## config.mk

```make
export PLATFORM = sky130hd
export DESIGN_NAME = layer_sequencer
export DESIGN_NICKNAME = d
export VERILOG_FILES = /design/src/rtl/layer_sequencer.sv
export SDC_FILE = /design/constraint.sdc
export NUM_CORES = 1
export LEC_CHECK = 0
export ABC_CLOCK_PERIOD_IN_PS = 4250
export CAP_MARGIN = 0
export CELL_PAD_IN_SITES_DETAIL_PLACEMENT = 0
export CELL_PAD_IN_SITES_GLOBAL_PLACEMENT = 1
export CORE_UTILIZATION = 30
export DETAILED_ROUTE_END_ITERATION = 10
export GPL_ROUTABILITY_DRIVEN = 0
export PLACE_DENSITY_LB_ADDON = 0.1
export SYNTH_ARGS = -nofsm -noshare
export SYNTH_HDL_FRONTEND = slang
export SYNTH_SLANG_ARGS = --single-unit
```

## constraint.sdc

```tcl
create_clock -name clk -period 4.25 [get_ports clk]
set_input_delay 0.6375 -clock clk [delete_from_list [all_inputs] [get_ports clk]]
set_output_delay 0.6375 -clock clk [all_outputs]
set_load 0.01 [all_outputs]
```

## src/rtl/layer_sequencer.sv

```systemverilog
// layer_sequencer: runtime scheduler for the eleven network stages
// (conv1, pool1, conv2, pool2, conv3, conv4, conv5, pool3, fc1, fc2, fc3).
// It walks the stages in order, issues one start pulse per output element,
// waits for that stage's acknowledge, counts elements against a host-written
// count table, and supports free-run, single-step and a per-element timeout.
//
// Handshake: en_vec[i] is a one-cycle start request for one element of stage
// i; the stage answers with a one-cycle ack_vec[i] pulse at least one cycle
// later. Only acks for the current stage, arriving while waiting, are counted.
module layer_sequencer #(
    parameter int CNT_W   = 16,
    parameter int DEF_CNT = 4,
    parameter int TIMEOUT = 1024
) (
    input  logic             clk,
    input  logic             rst,
    input  logic             en,
    input  logic             step_mode,
    input  logic             next,
    input  logic             cfg_we,
    input  logic [3:0]       cfg_addr,
    input  logic [CNT_W-1:0] cfg_data,
    input  logic [10:0]      ack_vec,
    output logic [10:0]      en_vec,
    output logic [3:0]       stage,
    output logic [CNT_W-1:0] elem_cnt,
    output logic             busy,
    output logic             hold,
    output logic             Done,
    output logic             err
);

    localparam int NUM_STAGES = 11;
    localparam logic [3:0] LAST_STAGE = 4'd10;
    localparam int TO_W = (TIMEOUT > 1) ? $clog2(TIMEOUT) : 1;
    localparam logic [TO_W-1:0] TO_LAST = TO_W'((TIMEOUT > 0) ? TIMEOUT - 1 : 0);

    typedef enum logic [2:0] {
        S_IDLE,
        S_CHK,
        S_ISSUE,
        S_WAIT,
        S_ADV,
        S_HOLD,
        S_DONE
    } state_t;

    state_t            state_q, state_d;
    logic [3:0]        stage_q, stage_d;
    logic [CNT_W-1:0]  elem_q, elem_d;
    logic              err_q, err_d;
    logic [TO_W-1:0]   to_q, to_d;
    logic              next_q, next_d;
    logic [CNT_W-1:0]  cnt_q [NUM_STAGES];
    logic [CNT_W-1:0]  cnt_d [NUM_STAGES];
    logic [10:0]       en_vec_q, en_vec_d;
    logic              busy_q, busy_d;
    logic              hold_q, hold_d;
    logic              done_q, done_d;

    logic [CNT_W-1:0]  cur_cnt;
    logic [CNT_W:0]    elem_inc;
    logic              next_rise;

    // Next-state logic: count table writes, FSM transitions and output decode
    always_comb begin
        state_d  = state_q;
        stage_d  = stage_q;
        elem_d   = elem_q;
        err_d    = err_q;
        to_d     = to_q;
        next_d   = next;
        cnt_d    = cnt_q;
        en_vec_d = '0;
        busy_d   = 1'b0;
        hold_d   = 1'b0;
        done_d   = 1'b0;

        // Table writes land at the edge in any state; compares read the live value.
        if (cfg_we && (cfg_addr <= LAST_STAGE)) begin
            cnt_d[cfg_addr] = cfg_data;
        end

        cur_cnt   = cnt_q[stage_q];
        // One extra bit so the >= compare cannot wrap.
        elem_inc  = {1'b0, elem_q} + 1'b1;
        // Edge detector runs in every state; edges outside HOLD are simply lost.
        next_rise = next && !next_q;

        case (state_q)
            S_IDLE: begin
                if (en) begin
                    stage_d = '0;
                    elem_d  = '0;
                    err_d   = 1'b0;
                    state_d = S_CHK;
                end
            end
            S_CHK: begin
                if (cur_cnt == '0) begin
                    if (stage_q == LAST_STAGE) begin
                        state_d = S_DONE;
                    end else begin
                        stage_d = stage_q + 4'd1;
                    end
                end else begin
                    state_d = S_ISSUE;
                end
            end
            S_ISSUE: begin
                to_d    = '0;
                state_d = S_WAIT;
            end
            S_WAIT: begin
                if (ack_vec[stage_q]) begin
                    elem_d = elem_inc[CNT_W-1:0];
                    // >= keeps a count shrunk mid-stage from running forever.
                    if (elem_inc >= {1'b0, cur_cnt}) begin
                        state_d = S_ADV;
                    end else begin
                        state_d = S_ISSUE;
                    end
                end else if ((TIMEOUT != 0) && (to_q == TO_LAST)) begin
                    err_d   = 1'b1;
                    state_d = S_DONE;
                end else begin
                    to_d = to_q + 1'b1;
                end
            end
            S_ADV: begin
                if (stage_q == LAST_STAGE) begin
                    state_d = S_DONE;
                end else if (step_mode) begin
                    state_d = S_HOLD;
                end else begin
                    stage_d = stage_q + 4'd1;
                    elem_d  = '0;
                    state_d = S_CHK;
                end
            end
            S_HOLD: begin
                if (next_rise) begin
                    stage_d = stage_q + 4'd1;
                    elem_d  = '0;
                    state_d = S_CHK;
                end
            end
            S_DONE: begin
                if (!en) begin
                    state_d = S_IDLE;
                end
            end
            default: state_d = S_IDLE;
        endcase

        // Outputs are registered from the next state so they align with it.
        if (state_d == S_ISSUE) begin
            en_vec_d[stage_d] = 1'b1;
        end
        busy_d = !(state_d inside {S_IDLE, S_DONE});
        hold_d = (state_d == S_HOLD);
        done_d = (state_d == S_DONE);
    end

    // State and registered outputs; reset aborts any run immediately
    always_ff @(posedge clk or negedge rst) begin
        if (!rst) begin
            state_q  <= S_IDLE;
            stage_q  <= '0;
            elem_q   <= '0;
            err_q    <= 1'b0;
            to_q     <= '0;
            next_q   <= 1'b0;
            en_vec_q <= '0;
            busy_q   <= 1'b0;
            hold_q   <= 1'b0;
            done_q   <= 1'b0;
            for (int i = 0; i < NUM_STAGES; i++) begin
                cnt_q[i] <= CNT_W'(DEF_CNT);
            end
        end else begin
            state_q  <= state_d;
            stage_q  <= stage_d;
            elem_q   <= elem_d;
            err_q    <= err_d;
            to_q     <= to_d;
            next_q   <= next_d;
            en_vec_q <= en_vec_d;
            busy_q   <= busy_d;
            hold_q   <= hold_d;
            done_q   <= done_d;
            cnt_q    <= cnt_d;
        end
    end

    assign en_vec   = en_vec_q;
    assign stage    = stage_q;
    assign elem_cnt = elem_q;
    assign busy     = busy_q;
    assign hold     = hold_q;
    assign Done     = done_q;
    assign err      = err_q;

endmodule

```

Run 1, signal wires on met1:
Bar = 50 um. Supply wires on this layer in gray.
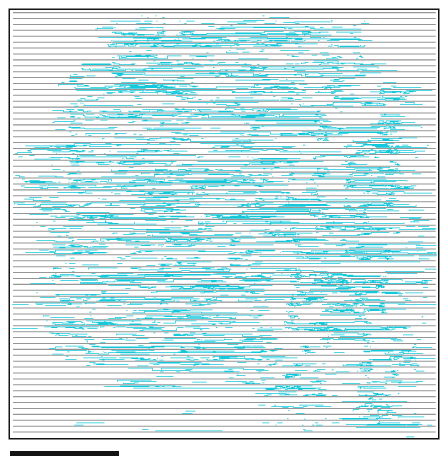
main direction: horizontal
nets with wire on the layer: 987
wire length on this layer: 16200 um
longest straight run: 70.4 um
share of all routed wire: 50%
met1 capacity usage during global routing: 24.9%
routed via count: 7585
DRT Wirelength: 32300 um

Run 1, signal wires on met2:
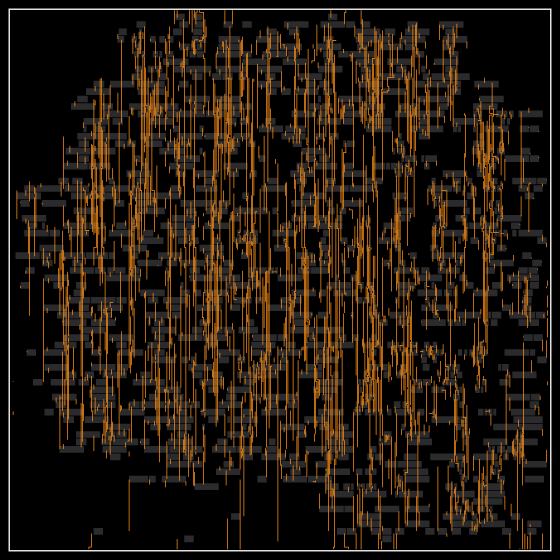
wire length on this layer: 14600 um
share of all routed wire: 45%
nets with wire on the layer: 932
met2 Resource Use GR: 26.5%

==> results.rst, run 1 <==
Synthesis and place-and-route
=============================

.. list-table::
   :header-rows: 1

   * - Metric
     - Value
   * - Outcome
     - finished, final reports clean
   * - Yosys warning tally
     - 0
   * - Leak
     - 6.16 nW
   * - Predominant post-synthesis flop cell
     - sky130_fd_sc_hd__dfrtp_1
   * - Commonest Layout Cell
     - sky130_fd_sc_hd__dfrtp_1
   * - Area of the mapped netlist
     - ~11000 um^2
   * - Fin Clk Skew
     - about 0.0096 ns
   * - Dominant combinational family
     - multiplexers
   * - Clock transition at the registers of the reported paths
     - approximately 0.06 ns
   * - Non-filler instance count after layout
     - 1536
   * - Worst-case vdd ir drop
     - 251 uV
   * - Xor+xnor area frac
     - roughly 1.7%
   * - Stage-log warning count
     - 27
   * - Initial standard-cell utilization of the core
     - a little under a third
   * - CP required
     - approximately 4.7 ns
   * - Signal arrival time at the worst endpoint
     - ~4.4 ns
   * - Die Y
     - approximately 200 um
   * - DRC errors left
     - 0
   * - Headroom to the max-slew limit
     - between 20% and 30%
   * - Achievable clock frequency
     - around 250 MHz
   * - Vias per Instance
     - ~5
   * - Largest net degree at the start of global routing
     - between 80 and 90
   * - Latest clock arrival within the worst-skew pair
     - ~0.54 ns
   * - Buffer type at the clock tree root
     - sky130_fd_sc_hd__clkbuf_16
   * - Tcrit/Tclk final
     - between 90% and 100%
   * - Top cells excl fill/tap
     - sky130_fd_sc_hd__dfrtp_1 (211), sky130_fd_sc_hd__mux2_2 (183), sky130_fd_sc_hd__clkdlybuf4s50_1 (70)
   * - Peak per-stage delay on the critical path
     - ~0.6 ns
   * - Final worst slack
     - a little under 0.3 ns
   * - CP max stage cell
     - sky130_fd_sc_hd__dfrtp_4
   * - Number of distinct standard cells referenced by the synthesized netlist
     - roughly 73
   * - Fraction of final layout cells with drive strength greater than 1
     - roughly 31%
   * - Total iterations of the first detailed-routing run
     - 4
   * - Clock buffers created by TritonCTS
     - 28
   * - Type of the tightest min-delay check
     - in -> async
   * - Slew of the pin with the lowest slew margin
     - 1.15 ns
   * - AO/OA Area Share
     - between 8 and 9%
   * - Post-Syn Area per Cell
     - roughly 12 um^2
   * - Total number of H-tree levels
     - 1
   * - Kind of cell with the highest combined delay on the critical path
     - AND-OR/OR-AND gates
   * - Number of ports placed on the die boundary
     - around 72
   * - Number of enable flip-flop cells
     - 0
   * - Initial detailed-routing violation count
     - around 290
   * - Total nets after synthesis
     - ~980
   * - Ratio of total power to cell area
     - around 420 nW/um^2
   * - Count of port buffers added during placement
     - between 70 and 80
   * - Count of nets after finishing
     - roughly 1100
   * - Placement Setup Slack
     - between 0.2 and 0.3 ns
   * - Dpl hpwl
     - approximately 22000 um
   * - Comb. cell area
     - approximately 5400 um^2
   * - Die boundary width
     - just under 200 um
   * - Full die area
     - 38800 um^2
   * - MUX share of area
     - 25.9%
   * - GRT Total Usage
     - 17.0%
   * - Fin Setup TNS
     - 0 ns
   * - Global-route wire length before repair
     - roughly 50000 um
   * - Antenna violations before repair
     - 0
   * - # placed instances
     - ~1500
   * - Cell-by-cell listing of the critical path
     - buf_4 -> mux4_2 -> o22ai_1 -> a211o_1 -> a21boi_0 -> ha_1 -> nor2_1 -> nor3_1 -> nand4_1 -> and3_1 -> a21oi_1 -> a21o_1 -> a211oi_2 -> or3b_1 -> nor3b_2
   * - Layout Area Growth over Synthesis
     - 21.2%
   * - Share of async-settable or async-resettable flops after synthesis
     - 100%
   * - Sequential Area
     - 5650 um^2
   * - Sequential-to-total area share from yosys stat
     - 49.5%
   * - Sinks on the clock net
     - ~230
   * - Synth Area in Simple Gates
     - under 10%
Run 1, metal 3:
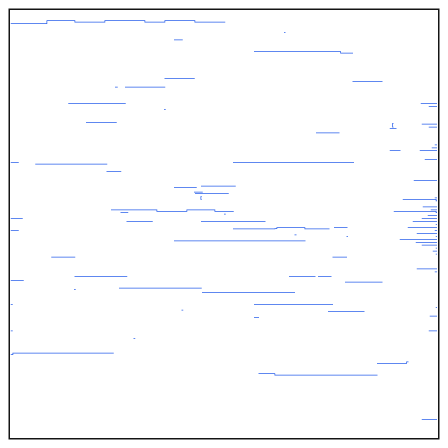
share of all routed wire: 3.6%
longest straight run: 60.3 um
nets with wire on the layer: 63
main direction: horizontal
met3 Usage GRT: 2.85%

-- run 1: state kept, by name, indices dropped and copies added (netlist names) --
register  cells
en_vec       11
stage         4
to_q         10
next_q        1
hold          1
Done          1
err           1
busy          1
state_q       3
cnt_q       176
elem_cnt     16
-- run 1: synth_stat cells, types with 14 or more instances --
cell type	n	share of area, %
sky130_fd_sc_hd__dfrtp_1	214	47
sky130_fd_sc_hd__inv_1	14	0.46
sky130_fd_sc_hd__ha_1	20	2.2
sky130_fd_sc_hd__nand2_1	45	1.5
sky130_fd_sc_hd__a21oi_1	20	0.88
sky130_fd_sc_hd__mux2i_1	32	2.8
sky130_fd_sc_hd__nand3_1	16	0.70
sky130_fd_sc_hd__mux2_2	183	18
sky130_fd_sc_hd__clkbuf_1	49	1.6
sky130_fd_sc_hd__mux4_2	14	2.8
sky130_fd_sc_hd__o21ai_0	30	1.3
sky130_fd_sc_hd__nor2_1	63	2.1
-- run 1: layout make-up --
class                      instances  share of cell area, %
tap                              511                   4.62
multi-input combinational        614                   38.9
clock buffer                      41                   6.01
clock inverter                     9                  0.886
sequential                       225                   40.8
timing repair buffer             121                   8.34
inverter                          15                  0.407
-- run 1: what timing repair did --
item,in CTS,in global routing
hold endpoints to repair,0,0
setup buffers,0,4
gates resized,0,2
setup endpoints to repair,0,2
-- run 1: layer usage --
layer / global-route usage (%) / up-vias / share of wire, %
li1: - / 3543 / -
met1: 24.9 / 3888 / 50
met2: 26.5 / 119 / 45
met3: 2.85 / 35 / 3.6
met4: 2.84 / 0 / 1.2
met5: 0 / - / 0
-- run 1: stage by stage --
step	hold slack [ns]	util, %	instance area (um^2)
2_1_floorplan	0.342	-	11400
3_3_place_gp	0.482	34.1	12800
3_5_place_dp	0.489	34.1	12800
4_1_cts	0.113	36.7	13800
5_1_grt	0.134	36.8	13800
6_report	0.0919	36.8	13800
-- run 1: cell families after synthesis --
logic type / after synthesis
compound gates: 129
mux: 239
fa+ha+maj: 20
flops: 225
xor+xnor: 22
simple gates: 204
buf+inv: 83
-- run 1: power by group --
group	switching [mW]	internal [mW]	leakage, nW
logic	0.258	0.440	2.92
registers	0.182	2.55	2.77
clock network	0.922	1.52	0.470
-- run 1: path summary, 6_finish.rpt --
path                       startpoint          to  slack (ns)  cells after the start
setup / recovery             stage[1]   en_vec[8]        0.29                     15
hold / removal                    rst     to_q[5]        0.09                      1
max in group asynchronous         rst  cnt_q[136]        3.18                      2
min in group clk                  err         err        0.50                      2
setup reg to reg             stage[1]   en_vec[8]        0.29                     15
hold reg to reg                   err         err        0.50                      2
## Run 2: what changed since run 1
--- a/config.mk
+++ b/config.mk
@@ -13,6 +13,7 @@
 export DETAILED_ROUTE_END_ITERATION = 10
 export GPL_ROUTABILITY_DRIVEN = 0
 export PLACE_DENSITY_LB_ADDON = 0.1
+export SKIP_CTS_REPAIR_TIMING = 1
 export SYNTH_ARGS = -nofsm -noshare
 export SYNTH_HDL_FRONTEND = slang
 export SYNTH_SLANG_ARGS = --single-unit
Run 2, signal wires on met2:
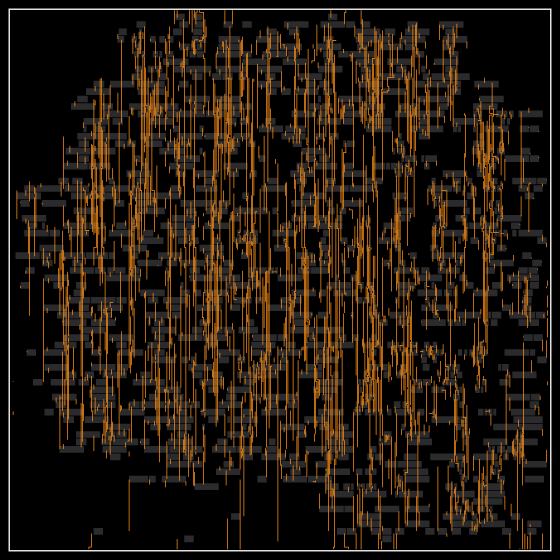
longest straight run: 97.2 um
nets with wire on the layer: 932
main direction: vertical
wire length on this layer: 14600 um
share of all routed wire: 45%

==> results.rst, run 2 <==
Synthesis and place-and-route
=============================

.. list-table::
   :header-rows: 1

   * - Metric
     - Value
   * - Buffer type at the clock tree root
     - sky130_fd_sc_hd__clkbuf_16
   * - Area of the mapped netlist
     - between 10000 and 15000 um^2
   * - Initial detailed-routing violation count
     - slightly below 300
   * - Outcome
     - finished, final reports clean
   * - CP required
     - 4.71 ns
   * - Predominant post-synthesis flop cell
     - sky130_fd_sc_hd__dfrtp_1
   * - Signal arrival time at the worst endpoint
     - 4.43 ns
   * - Worst-case vdd ir drop
     - between 200 and 300 uV
   * - Depth of the worst register-to-register path
     - 15
   * - Sequential-to-total area share from yosys stat
     - slightly below 50%
   * - Stage-log warning count
     - 27
   * - Largest net degree at the start of global routing
     - between 80 and 90
   * - Tcrit/Tclk final
     - a little over 90%
   * - Fin Setup TNS
     - 0 ns
   * - Max-area cell share
     - 46.9%
   * - Setup violation total in the final timing report
     - 0
   * - Top cells excl fill/tap
     - sky130_fd_sc_hd__dfrtp_1 (211), sky130_fd_sc_hd__mux2_2 (183), sky130_fd_sc_hd__clkdlybuf4s50_1 (70)
   * - Routed via count
     - between 7000 and 8000
   * - Fin Clk Skew
     - ~0.0096 ns
   * - Registers, synthesis
     - ~230
   * - Share of async-settable or async-resettable flops after synthesis
     - 100%
   * - Type of the tightest min-delay check
     - in -> async
   * - Initial standard-cell utilization of the core
     - 30.4%
   * - Number of distinct standard cells referenced by the synthesized netlist
     - 73
   * - Number of ports placed on the die boundary
     - 72
   * - Count of nets after finishing
     - 1062
   * - Full die area
     - 38800 um^2
   * - Vias per Instance
     - 4.94
   * - Largest register FFs
     - approximately 180
   * - DRC errors left
     - 0
   * - Fraction of final layout cells with drive strength greater than 1
     - approximately 31%
   * - Largest reg by FF count
     - cnt_q
   * - Sinks on the clock net
     - ~230
   * - Number of enable flip-flop cells
     - 0
   * - DRT Wirelength
     - between 30000 and 40000 um
   * - Yosys stat cell total
     - between 900 and 1000
   * - Most numerous cell types in the synthesized netlist
     - sky130_fd_sc_hd__dfrtp_1 (214), sky130_fd_sc_hd__mux2_2 (183), sky130_fd_sc_hd__nor2_1 (63)
   * - Ratio of total power to cell area
     - around 420 nW/um^2
   * - Achievable clock frequency
     - 252 MHz
   * - Global-route wire length before repair
     - 49800 um
   * - Die boundary width
     - around 200 um
   * - Dpl hpwl
     - 21900 um
   * - Post-Syn Area per Cell
     - approximately 12 um^2
   * - Commonest Layout Cell
     - sky130_fd_sc_hd__dfrtp_1
   * - Total iterations of the first detailed-routing run
     - 4
   * - Yosys warning tally
     - 0
   * - Share of the core filled with cells in the final layout
     - 36.8%
   * - Clock transition at the registers of the reported paths
     - ~0.060 ns
   * - Yosys top cell by instances
     - sky130_fd_sc_hd__dfrtp_1
   * - GRT Total Usage
     - between 10% and 20%
   * - Antenna violations before repair
     - 0
   * - Layout Area Growth over Synthesis
     - 21.2%
   * - Clock buffers created by TritonCTS
     - 28
   * - Latest clock arrival within the worst-skew pair
     - about 0.54 ns
   * - Total number of H-tree levels
     - 1
   * - Leak
     - 6.16 nW
   * - Total nets after synthesis
     - slightly below 1000
   * - Count of port buffers added during placement
     - 71
   * - Slew of the pin with the lowest slew margin
     - 1.15 ns
   * - Die Y
     - between 150 and 200 um
   * - Headroom to the max-slew limit
     - a little under a quarter
   * - Largest cells by area
     - sky130_fd_sc_hd__dfrtp_1 (47%), sky130_fd_sc_hd__mux2_2 (18%), sky130_fd_sc_hd__mux2i_1 (2.8%)
   * - Leading area contributor after synthesis
     - sky130_fd_sc_hd__dfrtp_1
## run 2: cell counts after synthesis
No cell type changed its count.
## run 2: final cells by class
class / count / area (um^2) / area share (%)
sequential: 225 / 5650 / 40.8
multi-input combinational: 614 / 5380 / 38.9
timing repair buffer: 121 / 1150 / 8.34
clock buffer: 41 / 831 / 6.01
tap: 511 / 639 / 4.62
clock inverter: 9 / 123 / 0.886
inverter: 15 / 56.3 / 0.407
## run 2: through the flow
step | setup slack (ns) | std cells | hold WS [ns] | instance area [um^2]
after floorplan | 0.361 | 922 | 0.342 | 11400
after global placement | 0.205 | 1482 | 0.482 | 12800
after detailed placement | 0.263 | 1482 | 0.489 | 12800
after CTS | 0.215 | 1532 | 0.113 | 13800
after global routing | 0.0237 | 1536 | 0.134 | 13800
final | 0.289 | 1536 | 0.0919 | 13800
## run 2: final timing paths
path | start | end | slack (ns)
max in group asynchronous | rst | cnt_q[136] | 3.18
setup / recovery | stage[1] | en_vec[8] | 0.29
hold / removal | rst | to_q[5] | 0.09
setup reg to reg | stage[1] | en_vec[8] | 0.29
hold reg to reg | err | err | 0.50
min in group clk | err | err | 0.50
## run 2: report_power, final
part	switching [mW]	leakage, nW	internal [mW]	total, mW
Combinational	0.258	2.92	0.440	0.698
Clock	0.922	0.470	1.52	2.45
Sequential	0.182	2.77	2.55	2.73
## run 2: kinds of logic (layout without fill, tap and decap cells)
group                      count (synthesis)  count (layout)  share of synthesized area (%)
xor gates and xnor gates                  22              22                           1.69
and+or+nand+nor                          204             204                           8.95
muxes                                    239             239                           25.9
adders and majority gates                 20              20                           2.19
AOI/OAI and AO/OA                        129             129                           8.19
buffers and inverters                     83             186                           3.60
DFF                                      225             225                           49.5
## run 2: critical path, stage by stage, from the launching register on
cell	delay (ns)
sky130_fd_sc_hd__dfrtp_4	0.59
sky130_fd_sc_hd__buf_4	0.17
sky130_fd_sc_hd__mux4_2	0.48
sky130_fd_sc_hd__o22ai_1	0.17
sky130_fd_sc_hd__a211o_1	0.19
sky130_fd_sc_hd__a21boi_0	0.44
sky130_fd_sc_hd__ha_1	0.31
sky130_fd_sc_hd__nor2_1	0.10
sky130_fd_sc_hd__nor3_1	0.06
sky130_fd_sc_hd__nand4_1	0.08
sky130_fd_sc_hd__and3_1	0.21
sky130_fd_sc_hd__a21oi_1	0.10
sky130_fd_sc_hd__a21o_1	0.19
sky130_fd_sc_hd__a211oi_2	0.18
sky130_fd_sc_hd__or3b_1	0.43
sky130_fd_sc_hd__nor3b_2	0.16
## run 2: routing by layer
layer | share of wire [%] | track usage (%) | vias to the layer above
li1 | - | - | 3543
met1 | 50 | 24.9 | 3888
met2 | 45 | 26.5 | 119
met3 | 3.6 | 2.85 | 35
met4 | 1.2 | 2.84 | 0
met5 | 0 | 0 | -
Power is estimated from default activity; no workload was simulated.
